## src/rtl/pipe_pkg.sv

```systemverilog
// pipe_pkg: control_unit jump/branch encodings and the bubble instruction word shared across the pipeline.
package pipe_pkg;
    localparam logic [1:0] JMP_SEQ = 2'b11;
    localparam logic [1:0] JMP_J   = 2'b01;
    localparam logic [1:0] JMP_JR  = 2'b10;
    localparam logic [1:0] JMP_BR  = 2'b00;
    localparam logic [1:0] BR_BEQ  = 2'b01;
    localparam logic [1:0] BR_BNE  = 2'b10;
    localparam logic [31:0] NOP_INSTR = 32'h0000_0000;
endpackage

```

## src/rtl/next_pc_calc.sv

```systemverilog
// next_pc_calc: decides whether the ID-stage instruction redirects fetch, and where to.
module next_pc_calc
    import pipe_pkg::*;
(
    input  logic        valid,
    input  logic [1:0]  jump,
    input  logic [1:0]  branch_inst,
    input  logic        rs_eq_rt,
    input  logic [31:0] rs_data,
    input  logic [25:0] instr_low,
    input  logic [31:0] pc_plus4,
    output logic        redirect,
    output logic [31:0] target
);
    logic taken_br;
    always_comb begin
        taken_br = (jump == JMP_BR) && ((branch_inst == BR_BEQ && rs_eq_rt) || (branch_inst == BR_BNE && !rs_eq_rt));
        redirect = valid && (jump == JMP_J || jump == JMP_JR || taken_br);
        target   = jump == JMP_J  ? {pc_plus4[31:28], instr_low, 2'b00} :
                   jump == JMP_JR ? rs_data :
                   pc_plus4 + {{14{instr_low[15]}}, instr_low[15:0], 2'b00};
    end
endmodule

```

## src/rtl/fetch_stage.sv

```systemverilog
// fetch_stage: PC, IF/ID register and the pending-redirect holder that keeps a redirect alive
// while the delay slot is still waiting on instruction memory.
module fetch_stage #(
    parameter logic [31:0] RESET_PC  = 32'h0000_0000,
    parameter logic [31:0] NOP_INSTR = pipe_pkg::NOP_INSTR
) (
    input  logic        clk,
    input  logic        rst,
    output logic [31:0] imem_addr,
    input  logic [31:0] imem_rdata,
    input  logic        imem_ready,
    input  logic        stall,
    input  logic        id_valid,
    input  logic [1:0]  id_jump,
    input  logic [1:0]  id_branch_inst,
    input  logic        id_rs_eq_rt,
    input  logic [31:0] id_rs_data,
    input  logic [25:0] id_instr_low,
    input  logic [31:0] id_pc_plus4,
    output logic [31:0] pc,
    output logic [31:0] if_id_instr,
    output logic [31:0] if_id_pc_plus4,
    output logic        if_id_valid
);
    logic        redirect, pend_valid;
    logic [31:0] target, pend_target, pc_plus4;
    assign pc_plus4  = pc + 32'd4;
    assign imem_addr = pc;
    next_pc_calc u_next_pc (
        .valid      (id_valid),
        .jump       (id_jump),
        .branch_inst(id_branch_inst),
        .rs_eq_rt   (id_rs_eq_rt),
        .rs_data    (id_rs_data),
        .instr_low  (id_instr_low),
        .pc_plus4   (id_pc_plus4),
        .redirect   (redirect),
        .target     (target)
    );
    always_ff @(posedge clk or posedge rst) begin
        if (rst) begin
            pc             <= RESET_PC;
            if_id_instr    <= NOP_INSTR;
            if_id_pc_plus4 <= 32'd0;
            if_id_valid    <= 1'b0;
            pend_valid     <= 1'b0;
            pend_target    <= 32'd0;
        end else if (!stall) begin
            if (!imem_ready) begin
                if_id_instr <= NOP_INSTR;
                if_id_valid <= 1'b0;
                // an already-pending target outranks any (illegal) second redirect
                if (redirect && !pend_valid) begin
                    pend_valid  <= 1'b1;
                    pend_target <= target;
                end
            end else begin
                if_id_instr    <= imem_rdata;
                if_id_pc_plus4 <= pc_plus4;
                if_id_valid    <= 1'b1;
                pc             <= pend_valid ? pend_target : redirect ? target : pc_plus4;
                pend_valid     <= 1'b0;
            end
        end
    end
endmodule

```

## config.mk

```make
export PLATFORM = sky130hd
export DESIGN_NAME = fetch_stage
export DESIGN_NICKNAME = d
export VERILOG_FILES = /design/src/rtl/pipe_pkg.sv /design/src/rtl/next_pc_calc.sv /design/src/rtl/fetch_stage.sv
export SDC_FILE = /design/constraint.sdc
export NUM_CORES = 1
export LEC_CHECK = 0
export CORE_MARGIN = 4
export CORE_UTILIZATION = 48
export DETAILED_ROUTE_END_ITERATION = 16
export PLACE_DENSITY = 0.82
export SLEW_MARGIN = 20
export SYNTH_ARGS = -nofsm -noshare
export SYNTH_HDL_FRONTEND = slang
export SYNTH_SLANG_ARGS = --single-unit
export TNS_END_PERCENT = 20
```

## constraint.sdc

```tcl
create_clock -name clk -period 5.5 [get_ports clk]
set_clock_uncertainty 0.15 [all_clocks]
set_input_delay 0.825 -clock clk [delete_from_list [all_inputs] [get_ports clk]]
set_output_delay 0.825 -clock clk [all_outputs]
set_load 0.02 [all_outputs]
```

run_1/congestion.png
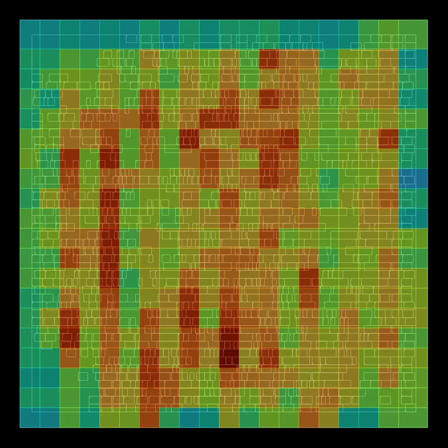
Final Core Density: 66.7%
gr busiest metal: met2
drt wl/cell: 18.5 µm
met2 GRT Util: 41.6%
M1 GR Usage: 35.5%

run_1/detail.png
Window x 58 to 83, y 58 to 83 µm. Cells in grey, sequential cells in the stronger grey; small squares are vias.
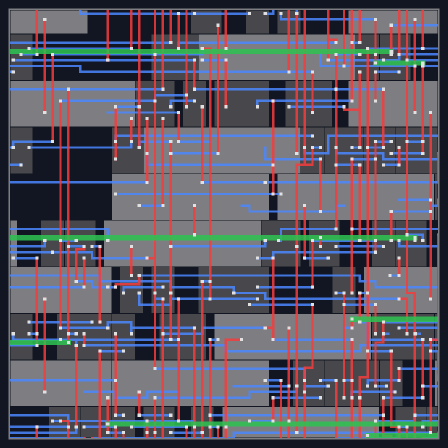
Blue shows metal 1. Green shows metal 3. Red shows metal 2.
Most frequent: dfrtp_1 (13), nand2_1 (11), o21ai_0 (6). 53 logic cells have their middle in the window. Sequential cells in the window: 13. Netlist names of flops here include imem_addr (6), pend_target (6).

run_1/sizes.png
Scale: 3 px per µm.
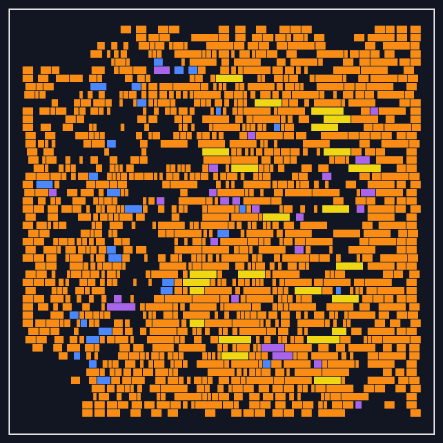
Blue shows _2 cells, cells 28, share 2.4%, most used nand2_2. Yellow shows _6 and larger, cells 24, share 2.0%, most used clkbuf_16. Orange shows _0 and _1 cells, cells 1107, share 94%, most used clkdlybuf4s50_1. Purple shows _3 and _4 cells, cells 24, share 2.0%, most used buf_4.
area growth from synthesis to layout: 36.0%
worst setup margin: 1.54 ns
Finished Cell Area: 11600 µm²
number of buffers outside the clock class in the layout: 271

-- run 1: tightest hold or removal path, cell delays in order, from the launching register on --
cell and delay [ns]:
sky130_fd_sc_hd__dfrtp_1 0.34, sky130_fd_sc_hd__nand2_1 0.04, sky130_fd_sc_hd__o21ai_0 0.05
-- run 1: worst paths after layout --
check / cells past startpoint / startpoint / slack [ns] / end
setup / recovery: 11 / id_instr_low[15] / 1.54 / imem_addr[30]$_DFFE_PP0P_
hold / removal: 2 / pend_target[19]$_DFFE_PP0P_ / 0.33 / pend_target[19]$_DFFE_PP0P_
setup reg to reg: 9 / imem_addr[2]$_DFFE_PP0P_ / 2.62 / imem_addr[24]$_DFFE_PP0P_
hold reg to reg: 2 / pend_target[19]$_DFFE_PP0P_ / 0.33 / pend_target[19]$_DFFE_PP0P_
max in group asynchronous: 3 / rst / 3.53 / pend_target[25]$_DFFE_PP0P_
min in group asynchronous: 2 / rst / 0.72 / if_id_pc_plus4[14]$_DFFE_PP0P_
-- run 1: cell families after synthesis --
family,Yosys count
buffers and inverters,122
DFF,130
adders and majority gates,34
AOI/OAI and AO/OA,350
muxes,16
and+or+nand+nor,281
xor gates and xnor gates,46
-- run 1: area by class of cell --
type / instances / area, µm² / area share, %
sequential: 130 / 3250 / 28.1
clock inverter: 12 / 180 / 1.56
multi-input combinational: 727 / 4620 / 39.9
timing repair buffer: 271 / 2690 / 23.2
inverter: 23 / 88.8 / 0.767
tap: 225 / 282 / 2.43
clock buffer: 20 / 467 / 4.03
-- run 1: flip-flops by register name, summed over array words and instances (netlist names) --
signal          flops
imem_addr          32
if_id_valid         1
pend_target        32
if_id_instr        32
pend_valid          1
if_id_pc_plus4     32
==> Slide: Implementation Results, run 1 <==
Implementation Results

Power
  – Power Combinational: 1.68 mW
  – Share of power burned in combinational logic: between 30 and 40%
  – Clock power frac: ~28%

Route
  – Highest routed metal layer: met4
  – Vias/cell: ~5.8
  – Met2 layer wire length in the routed design: 12000 µm
  – DR vias: 8159
  – Detailed-routing iteration count for the pre-antenna-repair pass: 5
  – Post-route antenna net violation count: 0
  – Number of DRC violations after detailed-routing iteration 0: 512
  – DRC: 0

Final timing
  – Worst-margin pin slew: roughly 1.1 ns
  – Worst rel slew slack: between 20 and 30%
  – Final TNS setup: 0 ns
  – RSZ-0062 raised after global routing: no
  – Tcrit/Tclk final: roughly 70%

Synthesis
  – Post-Synthesis Net Count: 1145
  – Most popular library cell in the synthesized design by count: sky130_fd_sc_hd__dfrtp_1
  – Share of the synthesized area in the top cell type: between 30% and 40%
  – Area fraction in xor and xnor cells: roughly 4.7%
  – Area fraction in mux cells: 2.01%

GRT
  – First-pass GRT wire length: about 42000 µm
  – Antenna violations before repair: 0

Outcome
  – Result of the run: finished, final reports clean

Clock network
  – Count of cells resized by post-cts repair: 0
  – Sinks on the clock net: around 130
  – TritonCTS clock tree: done

Placed design
  – Number of port buffers: between 200 and 300
  – Worst slack after detailed placement: 1.15 ns
  – Final weighted congestion in routability-driven placement: 0.911

Layout
  – Number of cells in the finished layout apart from fillers: 1408
  – Fin nets: about 1.3k
  – Fillers: between 1k and 1.5k
  – Most instantiated logic cells after routing: 260 x sky130_fd_sc_hd__clkdlybuf4s50_1, 130 x sky130_fd_sc_hd__dfrtp_1, 128 x sky130_fd_sc_hd__nand2_1

Setup path
  – Worst Path Buf+Inv: 1

Floorplan
  – Die outline area: 19900 µm²
  – Die H: 141 µm
  – Core Footprint: around 17000 µm²

Job
  – Tally of OpenROAD warnings: 30
==> run 2: changes to the inputs <==
- CORE_UTILIZATION: 48 -> 43
- PLACE_DENSITY: 0.82 -> 0.77
- clock period: 5.5 -> 3.22 ns (I/O delays scaled with it)
==> run 2 against run 1 <==
Effect of this change:
- largest cell class unchanged
- clock-buffer cell count is the same
- register-to-register slack lost 2.2 ns
- critical path depth grew 1
==> Slide: Implementation Results, run 2 <==
Implementation Results

Outcome
  – Result of the run: finished, final reports clean

Synthesis
  – Share of the synthesized area in the top cell type: 38.2% (unchanged)
  – Area fraction in xor and xnor cells: 4.74% (unchanged)
  – Area fraction in mux cells: 2.01% (unchanged)

Setup path
  – First element of the critical path: id_instr_low[9]
  – Worst reg2reg path startpoint: imem_addr[3]$_DFFE_PP0P_
  – FF-to-FF path depth: 9 (unchanged)
  – Worst reg2reg setup slack: 0.39 ns (-2.23 ns)
  – Endpoint of the worst-slack reg-to-reg timing path: imem_addr[26]$_DFFE_PP0P_

Floorplan
  – Die H: 149 µm (+5.3%)
  – Core Footprint: 19500 µm² (+12%)

Layout
  – Multi-input gate area: 4680 µm² (+1.2%)
  – Area growth from synthesis to layout: 46.7%
  – Fin nets: 1443 (+8.0%)
  – Sequential standard cell area: 3250 µm² (unchanged)

Route
  – DRC: 0 (unchanged)
  – Detailed-routing iteration count for the pre-antenna-repair pass: 5 (unchanged)
  – Post-route antenna net violation count: 0 (unchanged)
  – DR vias: 8441 (+3.5%)

Power
  – Share of power burned in combinational logic: 42.0% (+3.4 points)
  – Clock power frac: 24.6% (-3.4 points)
  – Power Combinational: 3.08 mW (+83%)

Final timing
  – Worst rel slew slack: 40.4% (+13 points)
  – RSZ-0062 raised after global routing: yes
  – Worst-margin pin slew: 0.892 ns (-0.189 ns)

Clock network
  – TritonCTS clock tree: done
  – Sinks on the clock net: 130 (unchanged)

Placed design
  – Number of port buffers: 260 (unchanged)

Job
  – Tally of OpenROAD warnings: 30 (unchanged)

Worst hold path
  – End point of the worst hold path: if_id_pc_plus4[1]$_DFFE_PP0P_

GRT
  – Antenna violations before repair: 0 (unchanged)
## run 2: cell counts after synthesis
No cell type changed its count.
## run 2: repair_timing
action | in CTS | in global routing
resized | 1 | 17
setup buffers | 0 | 5
setup endpoints to repair | 2 | 23
hold buffers | 0 | 0
pin swaps | 0 | 7
## run 2: metrics by stage
stage | std cells | area, µm² | total power [mW] | setup WS (ns) | TNS (ns)
after floorplan | 979 | 8510 | 4.13 | 0.208 | 0
after global placement | 1518 | 11800 | 5.47 | -0.383 | -7.04
after detailed placement | 1518 | 11800 | 5.53 | -0.446 | -9.01
after CTS | 1550 | 12400 | 7.36 | -0.0341 | -0.0341
after global routing | 1555 | 12500 | 7.76 | -0.0506 | -0.0929
final | 1555 | 12500 | 7.34 | 0.0879 | 0
## run 2: per-layer routing
metal	vias to the layer above	wire length, µm	track usage [%]
met1	3956	12600	33.9
met3	30	2030	4.84
met5	-	0	0
met4	0	470	6.00
li1	4115	-	-
met2	340	12000	37.7
## run 2: critical path, stage by stage
cell and delay [ns]:
sky130_fd_sc_hd__clkdlybuf4s50_1 0.43, sky130_fd_sc_hd__ha_1 0.41, sky130_fd_sc_hd__a21oi_2 0.19, sky130_fd_sc_hd__o21ai_1 0.08
sky130_fd_sc_hd__a21o_1 0.22, sky130_fd_sc_hd__a221oi_4 0.39, sky130_fd_sc_hd__buf_4 0.18, sky130_fd_sc_hd__o211ai_2 0.12
sky130_fd_sc_hd__o221ai_2 0.17, sky130_fd_sc_hd__mux2_1 0.38, sky130_fd_sc_hd__nor3_1 0.18, sky130_fd_sc_hd__a21oi_1 0.06
## run 2: area by class of cell
cell class                 count  area share [%]
timing repair buffer         378            28.5
multi-input combinational    727            37.5
sequential                   130            26.1
tap                          265            2.66
inverter                      23           0.722
clock inverter                12           0.882
clock buffer                  20            3.66
run_2/congestion.png
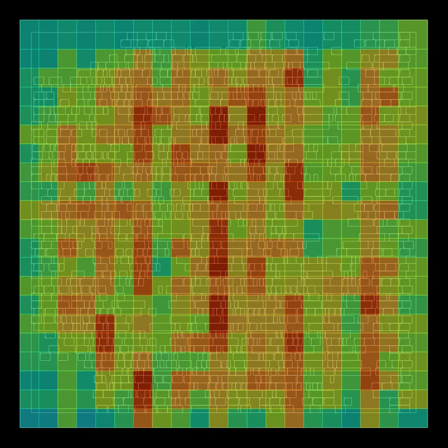
met2 GRT Util: 37.7%
drt wl/cell: 17.4 µm
Final Core Density: 64.1%

run_2/detail.png
Window x 62 to 87, y 62 to 87 µm. Cells in grey, sequential cells in the stronger grey; small squares are vias.
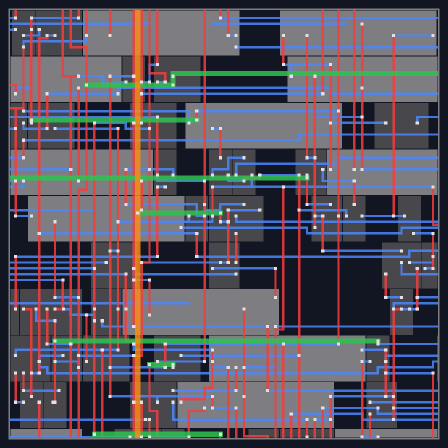
Orange shows metal 4. Blue shows metal 1. Green shows metal 3. Red shows metal 2.
43 logic cells have their middle in the window. Netlist names of flops here include imem_addr (6), pend_target (4). Sequential cells in the window: 11. Most frequent: dfrtp_1 (11), nand2_1 (8), buf_4 (6).

Power is estimated from default activity; no workload was simulated.
